## src/rtl/sram_1024x32_arbiter_if.sv

```systemverilog
// Bundle of both requester ports plus the SRAM wrapper pins.
// The arbiter connects to the slave side. Fabric logic and the macro connect to the master side.
interface sram_1024x32_arbiter_if #(
  parameter int ADDR_W = 10,
  parameter int DATA_W = 32
);
  logic                  A_VALID;
  logic                  A_READY;
  logic                  A_WE;
  logic [ADDR_W-1:0]     A_ADDR;
  logic [DATA_W-1:0]     A_WDATA;
  logic [DATA_W/8-1:0]   A_BE;
  logic                  A_RVALID;
  logic [DATA_W-1:0]     A_RDATA;

  logic                  B_VALID;
  logic                  B_READY;
  logic                  B_WE;
  logic [ADDR_W-1:0]     B_ADDR;
  logic [DATA_W-1:0]     B_WDATA;
  logic [DATA_W/8-1:0]   B_BE;
  logic                  B_RVALID;
  logic [DATA_W-1:0]     B_RDATA;

  logic [ADDR_W-1:0]     ADDR;
  logic [DATA_W-1:0]     BM;
  logic [DATA_W-1:0]     DIN;
  logic                  WEN;
  logic                  MEN;
  logic                  REN;
  logic [DATA_W-1:0]     DOUT;

  modport slave (
    input  A_VALID, A_WE, A_ADDR, A_WDATA, A_BE,
    input  B_VALID, B_WE, B_ADDR, B_WDATA, B_BE,
    input  DOUT,
    output A_READY, A_RVALID, A_RDATA,
    output B_READY, B_RVALID, B_RDATA,
    output ADDR, BM, DIN, WEN, MEN, REN
  );

  modport master (
    output A_VALID, A_WE, A_ADDR, A_WDATA, A_BE,
    output B_VALID, B_WE, B_ADDR, B_WDATA, B_BE,
    output DOUT,
    input  A_READY, A_RVALID, A_RDATA,
    input  B_READY, B_RVALID, B_RDATA,
    input  ADDR, BM, DIN, WEN, MEN, REN
  );
endinterface

```

## src/rtl/sram_1024x32_arbiter.sv

```systemverilog
// Two-port arbiter and sequencer for the 1024x32 single-port SRAM wrapper.
// It grants one command per cycle, registers the pin stage, and returns read data three cycles after accept.
module sram_1024x32_arbiter #(
  parameter int ADDR_W     = 10,
  parameter int DATA_W     = 32,
  parameter int FIXED_PRIO = 0
) (
  input  logic                    i_clk,
  input  logic                    i_rst,
  sram_1024x32_arbiter_if.slave   bus
);
  localparam int BE_W = DATA_W / 8;

  function automatic logic [DATA_W-1:0] be_to_mask(input logic [BE_W-1:0] be);
    logic [DATA_W-1:0] m;
    m = '0;
    for (int i = 0; i < BE_W; i++) m[8*i +: 8] = {8{be[i]}};
    return m;
  endfunction

  logic                r_last_b;
  logic                w_a_gnt;
  logic                w_b_gnt;
  logic                w_vld_p0;
  logic                w_we_p0;
  logic [ADDR_W-1:0]   w_addr_p0;
  logic [DATA_W-1:0]   w_wdata_p0;
  logic [BE_W-1:0]     w_be_p0;

  logic                r_men_p1;
  logic                r_wen_p1;
  logic                r_ren_p1;
  logic [ADDR_W-1:0]   r_addr_p1;
  logic [DATA_W-1:0]   r_bm_p1;
  logic [DATA_W-1:0]   r_din_p1;
  logic                r_rd_vld_p1;
  logic                r_port_p1;
  logic                r_rd_vld_p2;
  logic                r_port_p2;

  logic                r_a_rvalid;
  logic                r_b_rvalid;
  logic [DATA_W-1:0]   r_a_rdata;
  logic [DATA_W-1:0]   r_b_rdata;

  // Stage p0: arbitration. On a tie, the port that did not win last time is granted.
  always_comb begin
    w_a_gnt    = !i_rst && bus.A_VALID &&
                 (!bus.B_VALID || (FIXED_PRIO != 0) || r_last_b);
    w_b_gnt    = !i_rst && bus.B_VALID && !w_a_gnt;
    w_vld_p0   = w_a_gnt || w_b_gnt;
    w_we_p0    = w_a_gnt ? bus.A_WE    : bus.B_WE;
    w_addr_p0  = w_a_gnt ? bus.A_ADDR  : bus.B_ADDR;
    w_wdata_p0 = w_a_gnt ? bus.A_WDATA : bus.B_WDATA;
    w_be_p0    = w_a_gnt ? bus.A_BE    : bus.B_BE;
  end

  // Stage p1: SRAM pin registers plus the {read, port} tag.
  always_ff @(posedge i_clk) begin
    if (i_rst) begin
      r_last_b    <= 1'b1;
      r_men_p1    <= 1'b0;
      r_wen_p1    <= 1'b0;
      r_ren_p1    <= 1'b0;
      r_bm_p1     <= '0;
      r_addr_p1   <= '0;
      r_din_p1    <= '0;
      r_rd_vld_p1 <= 1'b0;
      r_port_p1   <= 1'b0;
    end else begin
      r_men_p1    <= w_vld_p0;
      r_wen_p1    <= w_vld_p0 && w_we_p0;
      r_ren_p1    <= w_vld_p0 && !w_we_p0;
      r_bm_p1     <= (w_vld_p0 && w_we_p0) ? be_to_mask(w_be_p0) : '0;
      r_rd_vld_p1 <= w_vld_p0 && !w_we_p0;
      r_port_p1   <= w_b_gnt;
      if (w_vld_p0) begin
        r_addr_p1 <= w_addr_p0;
        r_din_p1  <= w_we_p0 ? w_wdata_p0 : '0;
        r_last_b  <= w_b_gnt;
      end
    end
  end

  // Stage p2: the tag waits while the macro produces DOUT.
  always_ff @(posedge i_clk) begin
    if (i_rst) begin
      r_rd_vld_p2 <= 1'b0;
      r_port_p2   <= 1'b0;
    end else begin
      r_rd_vld_p2 <= r_rd_vld_p1;
      r_port_p2   <= r_port_p1;
    end
  end

  // Response stage: DOUT is captured for the port that issued the read.
  always_ff @(posedge i_clk) begin
    if (i_rst) begin
      r_a_rvalid <= 1'b0;
      r_b_rvalid <= 1'b0;
      r_a_rdata  <= '0;
      r_b_rdata  <= '0;
    end else begin
      r_a_rvalid <= r_rd_vld_p2 && !r_port_p2;
      r_b_rvalid <= r_rd_vld_p2 && r_port_p2;
      if (r_rd_vld_p2 && !r_port_p2) r_a_rdata <= bus.DOUT;
      if (r_rd_vld_p2 && r_port_p2)  r_b_rdata <= bus.DOUT;
    end
  end

  assign bus.A_READY  = w_a_gnt;
  assign bus.B_READY  = w_b_gnt;
  assign bus.A_RVALID = r_a_rvalid;
  assign bus.B_RVALID = r_b_rvalid;
  assign bus.A_RDATA  = r_a_rdata;
  assign bus.B_RDATA  = r_b_rdata;
  assign bus.ADDR     = r_addr_p1;
  assign bus.BM       = r_bm_p1;
  assign bus.DIN      = r_din_p1;
  assign bus.WEN      = r_wen_p1;
  assign bus.MEN      = r_men_p1;
  assign bus.REN      = r_ren_p1;
endmodule

```

## src/flat_wrapper.sv

```systemverilog
// flat-port wrapper written by rule: the top's interface ports become plain ports
module sram_1024x32_arbiter_flat 
#(
  parameter int ADDR_W     = 10,
  parameter int DATA_W     = 32,
  parameter int FIXED_PRIO = 0
)
  (i_clk, i_rst, bus_A_VALID, bus_A_WE, bus_A_ADDR, bus_A_WDATA, bus_A_BE, bus_B_VALID, bus_B_WE, bus_B_ADDR, bus_B_WDATA, bus_B_BE, bus_DOUT, bus_A_READY, bus_A_RVALID, bus_A_RDATA, bus_B_READY, bus_B_RVALID, bus_B_RDATA, bus_ADDR, bus_BM, bus_DIN, bus_WEN, bus_MEN, bus_REN);
  sram_1024x32_arbiter_if #(.ADDR_W(ADDR_W), .DATA_W(DATA_W)) bus_i ();
  input  logic i_clk;
  input  logic i_rst;
  input wire logic [$bits(bus_i.A_VALID)-1:0] bus_A_VALID;
  input wire logic [$bits(bus_i.A_WE)-1:0] bus_A_WE;
  input wire logic [$bits(bus_i.A_ADDR)-1:0] bus_A_ADDR;
  input wire logic [$bits(bus_i.A_WDATA)-1:0] bus_A_WDATA;
  input wire logic [$bits(bus_i.A_BE)-1:0] bus_A_BE;
  input wire logic [$bits(bus_i.B_VALID)-1:0] bus_B_VALID;
  input wire logic [$bits(bus_i.B_WE)-1:0] bus_B_WE;
  input wire logic [$bits(bus_i.B_ADDR)-1:0] bus_B_ADDR;
  input wire logic [$bits(bus_i.B_WDATA)-1:0] bus_B_WDATA;
  input wire logic [$bits(bus_i.B_BE)-1:0] bus_B_BE;
  input wire logic [$bits(bus_i.DOUT)-1:0] bus_DOUT;
  output wire logic [$bits(bus_i.A_READY)-1:0] bus_A_READY;
  output wire logic [$bits(bus_i.A_RVALID)-1:0] bus_A_RVALID;
  output wire logic [$bits(bus_i.A_RDATA)-1:0] bus_A_RDATA;
  output wire logic [$bits(bus_i.B_READY)-1:0] bus_B_READY;
  output wire logic [$bits(bus_i.B_RVALID)-1:0] bus_B_RVALID;
  output wire logic [$bits(bus_i.B_RDATA)-1:0] bus_B_RDATA;
  output wire logic [$bits(bus_i.ADDR)-1:0] bus_ADDR;
  output wire logic [$bits(bus_i.BM)-1:0] bus_BM;
  output wire logic [$bits(bus_i.DIN)-1:0] bus_DIN;
  output wire logic [$bits(bus_i.WEN)-1:0] bus_WEN;
  output wire logic [$bits(bus_i.MEN)-1:0] bus_MEN;
  output wire logic [$bits(bus_i.REN)-1:0] bus_REN;
  assign bus_i.A_VALID = bus_A_VALID;
  assign bus_i.A_WE = bus_A_WE;
  assign bus_i.A_ADDR = bus_A_ADDR;
  assign bus_i.A_WDATA = bus_A_WDATA;
  assign bus_i.A_BE = bus_A_BE;
  assign bus_i.B_VALID = bus_B_VALID;
  assign bus_i.B_WE = bus_B_WE;
  assign bus_i.B_ADDR = bus_B_ADDR;
  assign bus_i.B_WDATA = bus_B_WDATA;
  assign bus_i.B_BE = bus_B_BE;
  assign bus_i.DOUT = bus_DOUT;
  assign bus_A_READY = bus_i.A_READY;
  assign bus_A_RVALID = bus_i.A_RVALID;
  assign bus_A_RDATA = bus_i.A_RDATA;
  assign bus_B_READY = bus_i.B_READY;
  assign bus_B_RVALID = bus_i.B_RVALID;
  assign bus_B_RDATA = bus_i.B_RDATA;
  assign bus_ADDR = bus_i.ADDR;
  assign bus_BM = bus_i.BM;
  assign bus_DIN = bus_i.DIN;
  assign bus_WEN = bus_i.WEN;
  assign bus_MEN = bus_i.MEN;
  assign bus_REN = bus_i.REN;
  sram_1024x32_arbiter #(.ADDR_W(ADDR_W), .DATA_W(DATA_W), .FIXED_PRIO(FIXED_PRIO)) u_core (.i_clk(i_clk), .i_rst(i_rst), .bus(bus_i));
endmodule
```

## config.mk

```make
export PLATFORM = sky130hd
export DESIGN_NAME = sram_1024x32_arbiter_flat
export DESIGN_NICKNAME = d
export VERILOG_FILES = /design/src/rtl/sram_1024x32_arbiter_if.sv /design/src/rtl/sram_1024x32_arbiter.sv /design/src/flat_wrapper.sv
export SDC_FILE = /design/constraint.sdc
export NUM_CORES = 1
export LEC_CHECK = 0
export CAP_MARGIN = 20
export CORE_MARGIN = 2
export CORE_UTILIZATION = 30
export DETAILED_ROUTE_END_ITERATION = 7
export PLACE_DENSITY = 0.78
export SLEW_MARGIN = 20
export SYNTH_ARGS = -nofsm -noshare
export SYNTH_HDL_FRONTEND = slang
export SYNTH_SLANG_ARGS = --single-unit
```

## constraint.sdc

```tcl
create_clock -name i_clk -period 1.8 [get_ports i_clk]
set_input_delay 0.36 -clock i_clk [delete_from_list [all_inputs] [get_ports i_clk]]
set_output_delay 0.36 -clock i_clk [all_outputs]
set_load 0.01 [all_outputs]
```

**The metal 1 layer**

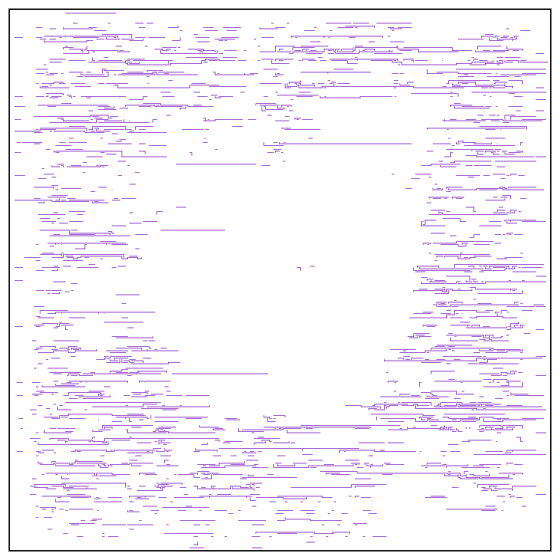
The layer carries 5,330 µm of wire. 792 nets have wire on it. The longest straight run is 33.1 µm. The layer holds 39% of the routed length. The wires run mostly horizontal.

**Register map, names as in the netlist**

Other sequential cells in the stronger grey, the rest of the logic in the fainter grey.
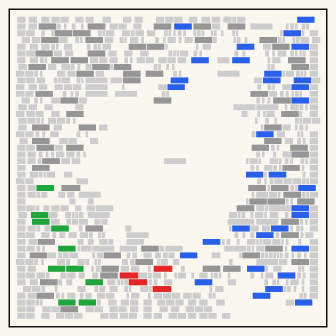
u_core.bus.ADDR: marked green, flops 10, where south-west. u_core.bus.A_RDATA: marked blue, flops 32. u_core.bus.BM: marked red, flops 4, where south.
Another 73 sequential cells are not coloured.

==> Changelog: implementation <==
## Implementation

* Outcome: finished, final reports clean
* Worst Max-Slew Pin Slew at 0.6395 ns
* CP endpoint kind: primary output
* FP Util at 30.44%
* Synth Instances at 543
* Area share, top type at 51.87%
* Synth cell count leaders: nand2_1 (173), dfxtp_1 (119), a21oi_1 (68)
* Crit path from: u_core.r_last_b
* Routed vias/inst at 4.534
* Crit path depth at 5
* Final Core Density at 52.48%
* Hold Buf Count CTS at 0
* PnR worst setup slack at 0.005819 ns
* Post-synth seq share at 51.87%
* DR WL/cell at 13.93 µm
* Final hold vios at 0
* Fin crit period at 1.794 ns
* Number of antenna cells inserted at 0
* Vias in the first global route at 4,085
* GRT Total Usage at 16.37%
* Clock transition at path regs at 0.05 ns
* Maximum VDD drop at 0.5800 mV
* Largest net degree at the start of global routing at 63
* Async S/R FF share, synth at 0%
* Via count at 4,461
* Switching part of the total at 22.62%
* Worst EP required at 1.44 ns
* Die x size at 127.7 µm
* Final nets at 915
* Slowest stage delay, CP at 0.39 ns
* Die y size at 127.7 µm
* Yosys cell count at 543
* Row Count at 45
* Non-filler cells, final at 984
* Crit path cell chain: nor2b_4 > or3b_4 > clkinv_4 > nor3b_2 > buf_2
* Share of power burned in registers at 40.9%
* TritonCTS Buffers at 17
* First-pass DRT Iterations at 4
* Proportion of layout cells with a drive suffix above 1 at 7.412%
* IO Pins at 275
* DP Area at 7362 µm²
* Pwr/cell area at 863.9 nW/µm²
* Hold Crit Depth at 3
* First-pass GRT wire length at 20,730 µm
* Detailed Place HPWL at 9947 µm
* Post-Place Cells at 954
* Tool warnings at 28
* Fin crit share at 99.68%
* Number of post-CTS setup repair buffers at 0
* Final setup fails at 0
* Distinct cells, synth at 22
* Dominant flop cell: dfxtp_1
* Core region area at 15,090 µm²
* Crit-path max FO at 3
* YS chip area at 4593 µm²
* CTS tree: yes
* Place WS at -0.6032 ns
* Critical Path AT at 1.43 ns
* Final Slew Violations at 0
* Antenna violations before repair at 0
* Crit path buffers/inverters at 2
* P_leak at 3.038 nW
* Routed Antenna Nets at 0
* Mapped Nets at 673
* Worst R2R Path Depth at 6
* Dominant cell type by area after synthesis: dfxtp_1
* Gr ovfl total at 0
* Clk ins delay skew pair at 0.41 ns
* CP Class: reg -> out
* Reg2reg setup slack at 0.18 ns
* Internal power at 5.294 mW
* Worst hold slack at 0.4303 ns
* Final wirelength at 13,710 µm
* Syn. warnings at 0
* Post-synth EDFFs at 0
* Combinational Power Share at 13.7%
* Synth area leaders: dfxtp_1 (52%), nand2_1 (14%), mux2i_1 (9.2%)
* Fmax at 0.5574 GHz
* Number of remaining DRC errors at 0
* GP Congestion at 0.7524
* Clock power share at 45.5%
* Fin Setup TNS at 0 ns
* CP endpoint: bus_B_READY
* Post-route design area at 7919 µm²
* Clock root cell: clkbuf_16
* Post-Syn Area at 4593 µm²
* Area growth syn-to-layout at 72.41%
**Cell density map**

13 x 13 tiles, from white (low) to dark blue (high), 0 to 100% covered.
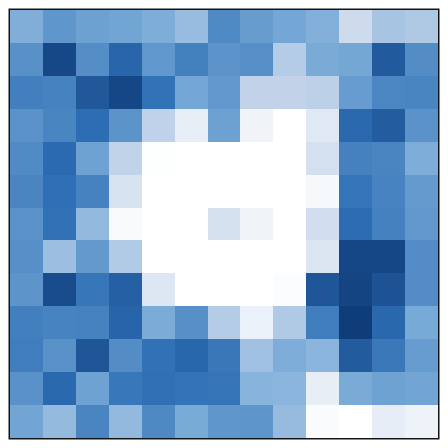
14% of the tiles are over 75% full. The fullest tile reaches 95%. The emptiest ninth of the die: centre. The mean over all tiles is 47%. 14% of the tiles are nearly empty.

-- power by group through the flow --
stage          registers (mW)  clock network, mW  logic (mW)
2_1_floorplan            2.89                  0       0.301
3_3_place_gp             2.85                  0       0.935
3_5_place_dp             2.85                  0       0.941
4_1_cts                  2.80               3.21       0.945
5_1_grt                  2.81               3.31        1.00
6_report                 2.80               3.11       0.934
-- tightest hold or removal path: cells and delay by family --
family,cells,cell delay [ns]
buffers and inverters,2,0.35
AND-OR/OR-AND,1,0.06
-- worst min path at each step --
stage                      from                endpoint  slack [ns]
2_1_floorplan  u_core.r_port_p1        u_core.r_port_p2        0.41
3_3_place_gp   u_core.r_port_p1        u_core.r_port_p2        0.43
3_5_place_dp   u_core.r_port_p1        u_core.r_port_p2        0.44
4_1_cts                   i_rst  u_core.bus.A_RDATA[27]        0.42
5_1_grt                   i_rst  u_core.bus.A_RDATA[29]        0.45
6_report                  i_rst  u_core.bus.B_RDATA[25]        0.43
-- registers in the layout, summed over array words and instances, names as in the netlist --
register             cells
u_core.bus.BM            4
u_core.bus.A_RDATA      32
u_core.bus.REN           1
u_core.bus.B_RDATA      32
u_core.r_last_b          1
u_core.bus.DIN          32
u_core.r_rd_vld_p2       1
u_core.bus.B_RVALID      1
u_core.bus.ADDR         10
u_core.r_port_p2         1
u_core.bus.WEN           1
u_core.bus.A_RVALID      1
u_core.bus.MEN           1
u_core.r_port_p1         1
-- layout make-up --
class	instances	area (µm²)	area share [%]
Timing Repair Buffer	290	2895	36.56
Sequential cell	119	2389	30.16
Multi-Input combinational cell	354	1836	23.18
Clock buffer	21	470.5	5.941
Tap cell	188	235.2	2.970
Clock inverter	9	77.57	0.9796
Inverter	3	16.27	0.2054
-- logic make-up after synthesis --
| kind of cell | share of synthesized area [%] |
|---|---|
| AOI/OAI and AO/OA | 12.45 |
| buffers and inverters | 8.662 |
| DFF | 51.87 |
| muxes | 9.153 |
| and+or+nand+nor | 17.87 |
-- metal layers --
metal	global-route usage, %	up-vias	part of all wire (%)
met2	29.16	198	50
met4	5.624	0	1.2
li1	-	2244	-
met5	0	-	0
met1	17.06	2005	39
met3	7.429	14	10
-- cells in the final DEF, fill, tap and decap left out, types with 3 or more instances in the layout --
master | Yosys | layout
o21ai_0 | 27 | 27
o21ai_1 | 15 | 15
mux2i_1 | 42 | 42
clkbuf_8 | 0 | 3
buf_4 | 30 | 12
nor2_1 | 3 | 3
clkinv_2 | 0 | 5
clkinvlp_4 | 0 | 3
buf_12 | 0 | 4
dfxtp_2 | 0 | 5
a21oi_1 | 68 | 68
clkdlybuf4s50_1 | 0 | 269
nand3b_1 | 10 | 10
dfxtp_1 | 119 | 114
buf_2 | 0 | 3
clkbuf_16 | 0 | 17
nand2_1 | 173 | 173
-- what timing repair did --
item                       CTS  global route
pin swaps                    2             1
setup endpoints to repair   34             2
resized                     20             0
No activity file was given, so power comes from the tool's default toggle rates.
